===== src/rtl/sphere_pkg.sv =====
// sphere_pkg: shared definitions for the sphere point generator slice.
//   - sequencer state encoding (also exported on the debug port)
//   - 16.16 fixed-point constant FP_ONE and the coordinate width
//   - generator base-select codes and a helper that maps a code to its base
//   - the FIFO entry layout {x, y, z, k, last} (129 bits)
package sphere_pkg;

  localparam int COORD_W = 32;

  // 1.0 in 16.16 fixed point.
  localparam logic [COORD_W-1:0] FP_ONE = 32'h0001_0000;

  // Base-select codes understood by the generator.
  localparam logic [1:0] BASE_SEL_2 = 2'b00;
  localparam logic [1:0] BASE_SEL_3 = 2'b01;
  localparam logic [1:0] BASE_SEL_7 = 2'b10;

  typedef enum logic [1:0] {
    ST_IDLE        = 2'd0,
    ST_ISSUE       = 2'd1,
    ST_WAIT_DONE   = 2'd2,
    ST_DRAIN_ABORT = 2'd3
  } seq_state_t;

  typedef struct packed {
    logic [COORD_W-1:0] x;
    logic [COORD_W-1:0] y;
    logic [COORD_W-1:0] z;
    logic [COORD_W-1:0] k;
    logic               last;
  } pt_entry_t;

  localparam int PT_ENTRY_W = $bits(pt_entry_t);

  // Numeric base selected by a base-select code; the unused code 11
  // falls back to base 2.
  function automatic int unsigned base_of_sel(input logic [1:0] sel);
    case (sel)
      BASE_SEL_3: base_of_sel = 3;
      BASE_SEL_7: base_of_sel = 7;
      default:    base_of_sel = 2;
    endcase
  endfunction

endpackage


===== src/rtl/sphere_seq_ctrl_if.sv =====
// sphere_seq_ctrl_if: bundle of all handshake/bus signals of sphere_seq_ctrl.
//   cmd_*   batch command channel (valid/ready)
//   abort, busy, batch_done  batch control/status
//   gen_*   generator start/ready/done channel
//   out_*   point stream (valid/ready)
// Modports: master = the sequencer, slave = its environment
// (command source, generator and point consumer).
//
// Handshake rule for cmd_* and out_*: a transfer happens on a rising clk
// edge where valid && ready are both high. Once valid is raised the sender
// holds valid and its payload stable until the transfer happens; ready may
// change freely and never depends on a transfer completing.
interface sphere_seq_ctrl_if
  import sphere_pkg::*;
#(
  parameter int CNT_W = 16
) ();

  logic               cmd_valid;
  logic               cmd_ready;
  logic [COORD_W-1:0] cmd_k_first;
  logic [CNT_W-1:0]   cmd_count;
  logic [1:0]         cmd_base_sel0;
  logic [1:0]         cmd_base_sel1;

  logic               abort;
  logic               busy;
  logic               batch_done;

  logic               gen_start;
  logic [COORD_W-1:0] gen_k;
  logic [1:0]         gen_base_sel0;
  logic [1:0]         gen_base_sel1;
  logic               gen_ready;
  logic               gen_done;
  logic [COORD_W-1:0] gen_x;
  logic [COORD_W-1:0] gen_y;
  logic [COORD_W-1:0] gen_z;

  logic               out_valid;
  logic               out_ready;
  logic [COORD_W-1:0] out_x;
  logic [COORD_W-1:0] out_y;
  logic [COORD_W-1:0] out_z;
  logic [COORD_W-1:0] out_k;
  logic               out_last;

  modport master (
    input  cmd_valid, cmd_k_first, cmd_count, cmd_base_sel0, cmd_base_sel1,
    output cmd_ready,
    input  abort,
    output busy, batch_done,
    output gen_start, gen_k, gen_base_sel0, gen_base_sel1,
    input  gen_ready, gen_done, gen_x, gen_y, gen_z,
    output out_valid, out_x, out_y, out_z, out_k, out_last,
    input  out_ready
  );

  modport slave (
    output cmd_valid, cmd_k_first, cmd_count, cmd_base_sel0, cmd_base_sel1,
    input  cmd_ready,
    output abort,
    input  busy, batch_done,
    input  gen_start, gen_k, gen_base_sel0, gen_base_sel1,
    output gen_ready, gen_done, gen_x, gen_y, gen_z,
    input  out_valid, out_x, out_y, out_z, out_k, out_last,
    output out_ready
  );

endinterface


===== src/rtl/sphere_pt_fifo.sv =====
// sphere_pt_fifo: first-word-fall-through FIFO of sphere point entries.
// Ports:
//   clk, rst_n  clock, asynchronous active-low reset
//   flush       synchronous clear of all entries (wins over push/pop)
//   push        write push_data (accepted when not full, or when popping)
//   push_data   entry {x, y, z, k, last}
//   pop         remove the head entry (ignored when empty)
//   head        current head entry; all zeros while empty
//   head_valid  FIFO not empty
//   occupancy   number of stored entries, 0..DEPTH
module sphere_pt_fifo
  import sphere_pkg::*;
#(
  parameter int DEPTH = 4,
  localparam int AW   = $clog2(DEPTH)
) (
  input  logic      clk,
  input  logic      rst_n,
  input  logic      flush,
  input  logic      push,
  input  pt_entry_t push_data,
  input  logic      pop,
  output pt_entry_t head,
  output logic      head_valid,
  output logic [AW:0] occupancy
);

  localparam logic [AW:0] DEPTH_OCC = (AW + 1)'(DEPTH);

  pt_entry_t     mem [DEPTH];
  logic [AW-1:0] wr_ptr;
  logic [AW-1:0] rd_ptr;
  logic [AW:0]   occ;
  logic          do_push;
  logic          do_pop;

  // A push at full is still taken when the head leaves in the same cycle,
  // which keeps occupancy unchanged and order intact.
  assign do_pop  = pop && (occ != '0);
  assign do_push = push && ((occ != DEPTH_OCC) || do_pop);

  always_ff @(posedge clk or negedge rst_n) begin
    if (!rst_n) begin
      wr_ptr <= '0;
      rd_ptr <= '0;
      occ    <= '0;
    end else if (flush) begin
      wr_ptr <= '0;
      rd_ptr <= '0;
      occ    <= '0;
    end else begin
      if (do_push) wr_ptr <= wr_ptr + AW'(1);
      if (do_pop)  rd_ptr <= rd_ptr + AW'(1);
      case ({do_push, do_pop})
        2'b10:   occ <= occ + (AW + 1)'(1);
        2'b01:   occ <= occ - (AW + 1)'(1);
        default: occ <= occ;
      endcase
    end
  end

  // Storage needs no reset: the head is masked to zero while empty.
  always_ff @(posedge clk) begin
    if (do_push && !flush) mem[wr_ptr] <= push_data;
  end

  assign head_valid = (occ != '0);
  assign head       = head_valid ? mem[rd_ptr] : '0;
  assign occupancy  = occ;

endmodule


===== src/rtl/sphere_seq_ctrl.sv =====
// sphere_seq_ctrl: sequencer and output buffer for the sphere point generator.
// Accepts a batch command, issues one k at a time to the generator, captures
// each (x, y, z) result with its k into a FWFT FIFO and streams it out with
// valid/ready back-pressure.
// Ports:
//   clk, rst_n  clock, asynchronous active-low reset
//   bus         sphere_seq_ctrl_if.master: cmd_*, abort/busy/batch_done,
//               gen_* and out_* channels
//   dbg_state   current sequencer state
module sphere_seq_ctrl
  import sphere_pkg::*;
#(
  parameter int FIFO_DEPTH = 4,
  parameter int CNT_W      = 16
) (
  input  logic                      clk,
  input  logic                      rst_n,
  sphere_seq_ctrl_if.master         bus,
  output seq_state_t                dbg_state
);

  localparam int FIFO_AW = $clog2(FIFO_DEPTH);
  localparam logic [FIFO_AW:0] FIFO_FULL_OCC = (FIFO_AW + 1)'(FIFO_DEPTH);

  seq_state_t         state_q;
  seq_state_t         state_d;
  logic [COORD_W-1:0] k_cur_q;
  logic [CNT_W-1:0]   remaining_q;
  logic [1:0]         sel0_q;
  logic [1:0]         sel1_q;
  logic               batch_done_q;

  logic               batch_done_d;
  logic               accept;
  logic               advance;
  logic               gen_start;
  logic               fifo_push;
  logic               fifo_flush;
  logic               fifo_room;
  logic               is_last;
  pt_entry_t          push_entry;
  pt_entry_t          head;
  logic               head_valid;
  logic [FIFO_AW:0]   fifo_occ;

  // Only one start is ever outstanding and it is issued only with a free
  // slot, so that slot is effectively reserved for its result.
  assign fifo_room = (fifo_occ < FIFO_FULL_OCC);
  assign is_last   = (remaining_q == CNT_W'(1));

  always_comb begin
    state_d      = state_q;
    batch_done_d = 1'b0;
    accept       = 1'b0;
    advance      = 1'b0;
    gen_start    = 1'b0;
    fifo_push    = 1'b0;
    fifo_flush   = 1'b0;
    case (state_q)
      ST_IDLE: begin
        if (bus.cmd_valid) begin
          accept = 1'b1;
          if (bus.cmd_count == '0) batch_done_d = 1'b1;
          else                     state_d      = ST_ISSUE;
        end
      end
      ST_ISSUE: begin
        // Abort wins over firing: nothing is outstanding here.
        if (bus.abort) begin
          fifo_flush   = 1'b1;
          batch_done_d = 1'b1;
          state_d      = ST_IDLE;
        end else if (bus.gen_ready && fifo_room) begin
          gen_start = 1'b1;
          state_d   = ST_WAIT_DONE;
        end
      end
      ST_WAIT_DONE: begin
        if (bus.abort) begin
          fifo_flush = 1'b1;
          // A done in the abort cycle closes the outstanding start; its
          // result is dropped.
          if (bus.gen_done) begin
            batch_done_d = 1'b1;
            state_d      = ST_IDLE;
          end else begin
            state_d = ST_DRAIN_ABORT;
          end
        end else if (bus.gen_done) begin
          fifo_push = 1'b1;
          advance   = 1'b1;
          if (is_last) begin
            batch_done_d = 1'b1;
            state_d      = ST_IDLE;
          end else begin
            state_d = ST_ISSUE;
          end
        end
      end
      ST_DRAIN_ABORT: begin
        if (bus.gen_done) begin
          batch_done_d = 1'b1;
          state_d      = ST_IDLE;
        end
      end
      default: state_d = ST_IDLE;
    endcase
  end

  always_ff @(posedge clk or negedge rst_n) begin
    if (!rst_n) begin
      state_q      <= ST_IDLE;
      k_cur_q      <= '0;
      remaining_q  <= '0;
      sel0_q       <= '0;
      sel1_q       <= '0;
      batch_done_q <= 1'b0;
    end else begin
      state_q      <= state_d;
      batch_done_q <= batch_done_d;
      if (accept) begin
        k_cur_q     <= bus.cmd_k_first;
        remaining_q <= bus.cmd_count;
        sel0_q      <= bus.cmd_base_sel0;
        sel1_q      <= bus.cmd_base_sel1;
      end else if (advance) begin
        // k wraps naturally modulo 2^32.
        k_cur_q     <= k_cur_q + COORD_W'(1);
        remaining_q <= remaining_q - CNT_W'(1);
      end
    end
  end

  assign push_entry = '{x: bus.gen_x, y: bus.gen_y, z: bus.gen_z,
                        k: k_cur_q, last: is_last};

  sphere_pt_fifo #(
    .DEPTH (FIFO_DEPTH)
  ) u_fifo (
    .clk        (clk),
    .rst_n      (rst_n),
    .flush      (fifo_flush),
    .push       (fifo_push),
    .push_data  (push_entry),
    .pop        (bus.out_ready),
    .head       (head),
    .head_valid (head_valid),
    .occupancy  (fifo_occ)
  );

  assign bus.cmd_ready     = (state_q == ST_IDLE);
  assign bus.busy          = (state_q != ST_IDLE);
  assign bus.batch_done    = batch_done_q;
  assign bus.gen_start     = gen_start;
  assign bus.gen_k         = k_cur_q;
  assign bus.gen_base_sel0 = sel0_q;
  assign bus.gen_base_sel1 = sel1_q;
  assign bus.out_valid     = head_valid;
  assign bus.out_x         = head.x;
  assign bus.out_y         = head.y;
  assign bus.out_z         = head.z;
  assign bus.out_k         = head.k;
  assign bus.out_last      = head.last;
  assign dbg_state         = state_q;

endmodule


===== src/flat_wrapper.sv =====
// flat-port wrapper written by rule: the top's interface ports become plain ports
module sphere_seq_ctrl_flat import sphere_pkg::*;
#(
  parameter int FIFO_DEPTH = 4,
  parameter int CNT_W      = 16
)
  (clk, rst_n, dbg_state, bus_cmd_valid, bus_cmd_k_first, bus_cmd_count, bus_cmd_base_sel0, bus_cmd_base_sel1, bus_cmd_ready, bus_abort, bus_busy, bus_batch_done, bus_gen_start, bus_gen_k, bus_gen_base_sel0, bus_gen_base_sel1, bus_gen_ready, bus_gen_done, bus_gen_x, bus_gen_y, bus_gen_z, bus_out_valid, bus_out_x, bus_out_y, bus_out_z, bus_out_k, bus_out_last, bus_out_ready);
  sphere_seq_ctrl_if #(.CNT_W(CNT_W)) bus_i ();
  input  logic clk;
  input  logic rst_n;
  output seq_state_t dbg_state;
  input wire logic [$bits(bus_i.cmd_valid)-1:0] bus_cmd_valid;
  input wire logic [$bits(bus_i.cmd_k_first)-1:0] bus_cmd_k_first;
  input wire logic [$bits(bus_i.cmd_count)-1:0] bus_cmd_count;
  input wire logic [$bits(bus_i.cmd_base_sel0)-1:0] bus_cmd_base_sel0;
  input wire logic [$bits(bus_i.cmd_base_sel1)-1:0] bus_cmd_base_sel1;
  output wire logic [$bits(bus_i.cmd_ready)-1:0] bus_cmd_ready;
  input wire logic [$bits(bus_i.abort)-1:0] bus_abort;
  output wire logic [$bits(bus_i.busy)-1:0] bus_busy;
  output wire logic [$bits(bus_i.batch_done)-1:0] bus_batch_done;
  output wire logic [$bits(bus_i.gen_start)-1:0] bus_gen_start;
  output wire logic [$bits(bus_i.gen_k)-1:0] bus_gen_k;
  output wire logic [$bits(bus_i.gen_base_sel0)-1:0] bus_gen_base_sel0;
  output wire logic [$bits(bus_i.gen_base_sel1)-1:0] bus_gen_base_sel1;
  input wire logic [$bits(bus_i.gen_ready)-1:0] bus_gen_ready;
  input wire logic [$bits(bus_i.gen_done)-1:0] bus_gen_done;
  input wire logic [$bits(bus_i.gen_x)-1:0] bus_gen_x;
  input wire logic [$bits(bus_i.gen_y)-1:0] bus_gen_y;
  input wire logic [$bits(bus_i.gen_z)-1:0] bus_gen_z;
  output wire logic [$bits(bus_i.out_valid)-1:0] bus_out_valid;
  output wire logic [$bits(bus_i.out_x)-1:0] bus_out_x;
  output wire logic [$bits(bus_i.out_y)-1:0] bus_out_y;
  output wire logic [$bits(bus_i.out_z)-1:0] bus_out_z;
  output wire logic [$bits(bus_i.out_k)-1:0] bus_out_k;
  output wire logic [$bits(bus_i.out_last)-1:0] bus_out_last;
  input wire logic [$bits(bus_i.out_ready)-1:0] bus_out_ready;
  assign bus_i.cmd_valid = bus_cmd_valid;
  assign bus_i.cmd_k_first = bus_cmd_k_first;
  assign bus_i.cmd_count = bus_cmd_count;
  assign bus_i.cmd_base_sel0 = bus_cmd_base_sel0;
  assign bus_i.cmd_base_sel1 = bus_cmd_base_sel1;
  assign bus_cmd_ready = bus_i.cmd_ready;
  assign bus_i.abort = bus_abort;
  assign bus_busy = bus_i.busy;
  assign bus_batch_done = bus_i.batch_done;
  assign bus_gen_start = bus_i.gen_start;
  assign bus_gen_k = bus_i.gen_k;
  assign bus_gen_base_sel0 = bus_i.gen_base_sel0;
  assign bus_gen_base_sel1 = bus_i.gen_base_sel1;
  assign bus_i.gen_ready = bus_gen_ready;
  assign bus_i.gen_done = bus_gen_done;
  assign bus_i.gen_x = bus_gen_x;
  assign bus_i.gen_y = bus_gen_y;
  assign bus_i.gen_z = bus_gen_z;
  assign bus_out_valid = bus_i.out_valid;
  assign bus_out_x = bus_i.out_x;
  assign bus_out_y = bus_i.out_y;
  assign bus_out_z = bus_i.out_z;
  assign bus_out_k = bus_i.out_k;
  assign bus_out_last = bus_i.out_last;
  assign bus_i.out_ready = bus_out_ready;
  sphere_seq_ctrl #(.FIFO_DEPTH(FIFO_DEPTH), .CNT_W(CNT_W)) u_core (.clk(clk), .rst_n(rst_n), .bus(bus_i), .dbg_state(dbg_state));
endmodule

===== config.mk =====
export PLATFORM = sky130hd
export DESIGN_NAME = sphere_seq_ctrl_flat
export DESIGN_NICKNAME = d
export VERILOG_FILES = /design/src/rtl/sphere_pkg.sv /design/src/rtl/sphere_seq_ctrl_if.sv /design/src/rtl/sphere_pt_fifo.sv /design/src/rtl/sphere_seq_ctrl.sv /design/src/flat_wrapper.sv
export SDC_FILE = /design/constraint.sdc
export NUM_CORES = 1
export LEC_CHECK = 0
export CAP_MARGIN = 5
export CELL_PAD_IN_SITES_DETAIL_PLACEMENT = 1
export CELL_PAD_IN_SITES_GLOBAL_PLACEMENT = 2
export CORE_MARGIN = 2
export CORE_UTILIZATION = 44
export DETAILED_ROUTE_END_ITERATION = 10
export GPL_TIMING_DRIVEN = 0
export PLACE_DENSITY = 0.95
export REMOVE_ABC_BUFFERS = 1
export SLEW_MARGIN = 30
export SYNTH_ARGS = -nofsm -noshare
export SYNTH_HDL_FRONTEND = slang
export SYNTH_HIERARCHICAL = 1
export SYNTH_SLANG_ARGS = --single-unit
export TNS_END_PERCENT = 5

===== constraint.sdc =====
create_clock -name clk -period 13.15 [get_ports clk]
set_clock_uncertainty 0.05 [all_clocks]
set_input_delay 2.63 -clock clk [delete_from_list [all_inputs] [get_ports clk]]
set_output_delay 2.63 -clock clk [all_outputs]
set_load 0.02 [all_outputs]

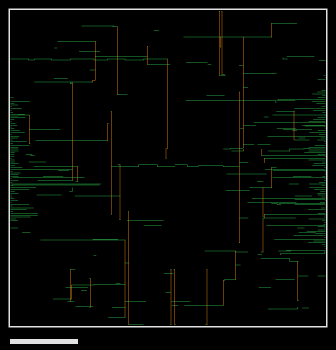
Fig. 1. Metal layers overlaid (run 1).
Scale bar: 50 um. Only two layers are drawn.
green -> met3  # wire length 3,550 um
orange -> met4  # wire length 1,190 um
WL per Instance: 24.4 um
gr usage total: 20.9%
WL final: 57,000 um
Vias: 12,900

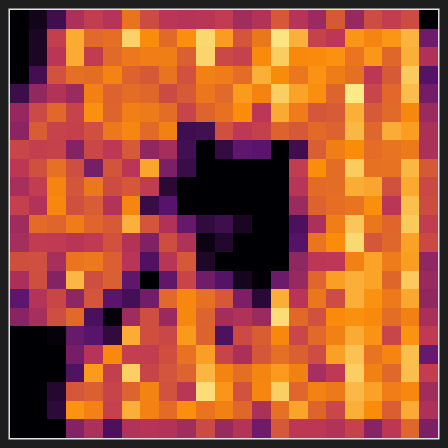
Fig. 2. Local utilization (run 1).
The die is cut into 23 by 23 equal tiles; black is low, pale yellow is high, 0 to 100% covered.
mean over tiles = 52%
tiles over 75% full = 16%
fullest tile = 95%
nearly empty tiles = 9.8%
emptiest ninth of the die = center
Core Area: 0.0523 mm2
Pre-Place Util: 44.4%

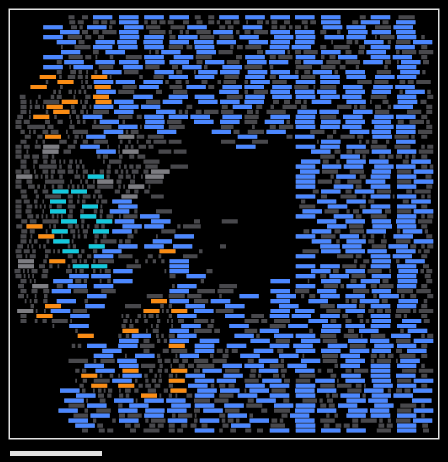
Fig. 3. Where the registers sit (run 1).
Scale bar: 50 um.
blue -> `u_core/u_fifo/mem`  # placed flops 516, where widely spread
orange -> `u_core/bus.gen_k`  # placed flops 32
cyan -> `u_core/remaining_q`  # placed flops 16, where west
Seq. pwr: 2340 uW
Reg area: 0.0171 mm2

==> impl_metrics.py, run 1 <==
# Generated from Yosys and OpenROAD reports
metrics = {
    "route": {
        "dr_wl_met2_um": 28900,
        "dr.pass1.iters": 5,
    },
    "cells_and_area": {
        "final_cell_mix": "edfxtp_1, clkdlybuf4s50_1, and2_1",
        "largest_register_ffs": 516,
        "syn_to_final_growth_pct": 26.7,
    },
    "worst_hold_path": {
        "worstHoldPathCells": 2,
    },
    "worst_setup_path": {
        "worstSetupStartpoint": "bus_abort",
    },
    "sta": {
        "setup_viol_count_final": 0,
    },
    "yosys": {
        "syn_area_mm2": 0.0232,
        "seq_area_frac_synth_pct": 73.4,
    },
    "placement": {
        "dp_cells": 2228,
    },
    "power_and_ir_drop": {
        "p_clk_uw": 1600,
        "power-top-group": "registers",
        "p_switching_uw": 1450,
    },
    "global_route": {
        "grt_pass1_wl_um": 86200,
    },
    "floorplan": {
        "chipArea_mm2": 0.0547,
    },
    "run_status": {
        "status": "complete, no violations",
    },
    "clock_network": {
        "clock_path_buffers": 3,
        "ctsHoldBuffers": 0,
    },
    "run": {
        "warning_count": 32,
    },
}
-- run 1: critical path, stage by stage --
cell and delay [ns]:
clkdlybuf4s50_1 0.54, nand2b_1 0.24, nor2_1 0.13, clkdlybuf4s50_1 0.62
-- run 1: kinds of logic after synthesis --
family / after synthesis / share of synthesized area [%]
buffers and inverters: 85 / 1.80
adders and majority gates: 12 / 0.678
DFF: 578 / 73.4
muxes: 131 / 12.6
xor gates and xnor gates: 25 / 0.942
AOI/OAI and AO/OA: 97 / 2.56
and+or+nand+nor: 329 / 8.06
-- run 1: layout make-up --
cell class                 instances  area, um2
fill                            4754      22900
antenna                            4       10.0
tap                              688        861
sequential                       578      17100
timing repair buffer             351       3840
inverter                          17       63.8
clock buffer                      77       1580
multi-input combinational        594       5800
clock inverter                    27        248
==> run 2, diff against run 1 <==
- CORE_UTILIZATION: 44 -> 37
- PLACE_DENSITY: 0.95 -> 0.86
- clock period: 13.15 -> 5.7 ns (I/O delays scaled with it)
==> run 2 against run 1 <==
  * Area after synthesis did not move
  * Largest cell class unchanged
  * Setup slack got worse by 5.2 ns
  * Hold slack got worse by 0.052 ns
  * Total power rose by 130%
  * Non-clock buffer count fell by 1
  * Synthesized cell count did not move
  * Design area rose by 0.66%
==> impl_metrics.py, run 2 <==
# Generated from Yosys and OpenROAD reports
metrics = {
    "run_status": {
        "status": "complete, no violations",
    },
    "worst_setup_path": {
        "cp_num_cells": 6,
        "cp_cell_sequence": "buf_12, buf_16, buf_12, mux4_2, and2_1, clkdlybuf4s50_1",
        "crit_top_cell": "buf_12",
        "crit_path_top_delay_cell": "dfrtp_4",
        "cp_top_family": "buffers and inverters",
    },
    "route": {
        "routed_wirelength_um": 56900,
        "vias": 12700,
        "dr.pass1.iters": 5,
    },
    "run": {
        "warning_count": 32,
    },
    "cells_and_area": {
        "clk_share_pct": 6.21,
        "buf_share_pct": 12.9,
        "mi_logic_area_mm2": 0.00580,
        "fillerInstances": 5948,
        "comb_area_share_pct": 19.6,
        "largest_register_ffs": 516,
        "final-seq-area_mm2": 0.0171,
        "sh_seq_area_pct": 57.5,
        "seq_cells": 578,
        "clockBufferCount": 83,
        "biggestCellCategory": "sequential cells",
    },
    "global_route": {
        "grt_pass1_wl_um": 86500,
        "grt_usage_pct": 17.7,
    },
    "yosys": {
        "syn_area_mm2": 0.0232,
        "synth-xor-area-share_pct": 0.942,
        "ys_top_logic_family": "multiplexers",
        "compound_area_share_pct": 2.56,
        "seq_area_frac_synth_pct": 73.4,
    },
    "clock_network": {
        "ctsHoldBuffers": 0,
        "clock_path_buffers": 3,
    },
    "floorplan": {
        "chipArea_mm2": 0.0648,
        "n_tap_cell": 837,
    },
    "sta": {
        "setup_viol_count_final": 0,
    },
}
==> run 2: routing by layer <==
layer | track usage (%) | part of all wire, %
met2 | 30.6 | 51
met3 | 4.31 | 6.1
met4 | 4.33 | 2.0
met1 | 22.3 | 41
met5 | 0 | 0.074
==> run 2: metrics by stage <==
| stage | total power (uW) | cells | worst slack [ns] | setup TNS (ns) | cell area [um2] |
|---|---|---|---|---|---|
| global route | 12300 | 2488 | 0.866 | 0 | 29600 |
| global placement | 8380 | 2352 | -4.73 | -2565.01 | 27200 |
| CTS | 11900 | 2487 | 0.963 | 0 | 29600 |
| floorplan | 6990 | 1189 | -1.38 | -185.38 | 22900 |
| detailed placement | 8180 | 2376 | 0.639 | 0 | 27800 |
| finish | 11700 | 2489 | 1.12 | 0 | 29600 |
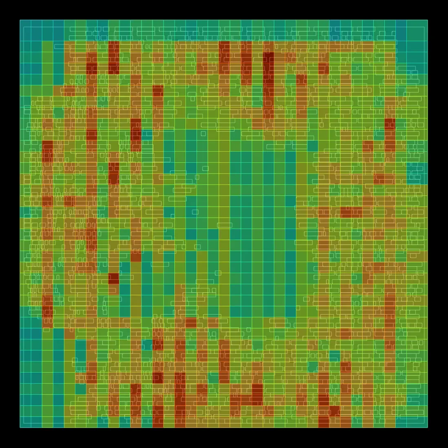
Fig. 4. Congestion heat map (run 2).
Core Util, Final: 47.9%
global routing's busiest layer: met2
Global Route met1 Usage: 22.3%

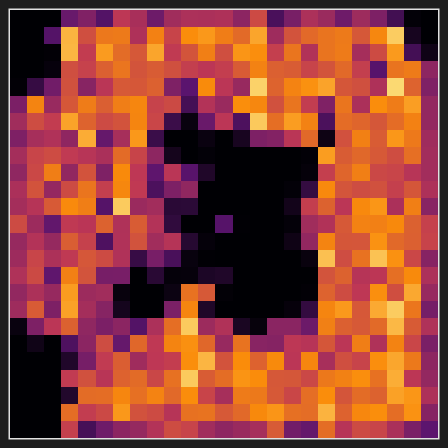
Fig. 5. Local utilization (run 2).
The die is cut into 25 by 25 equal tiles; black is low, pale yellow is high, 0 to 100% covered.
Pre-Place Util: 37.5%
Core Area: 0.0619 mm2

Power is estimated from default activity; no workload was simulated.
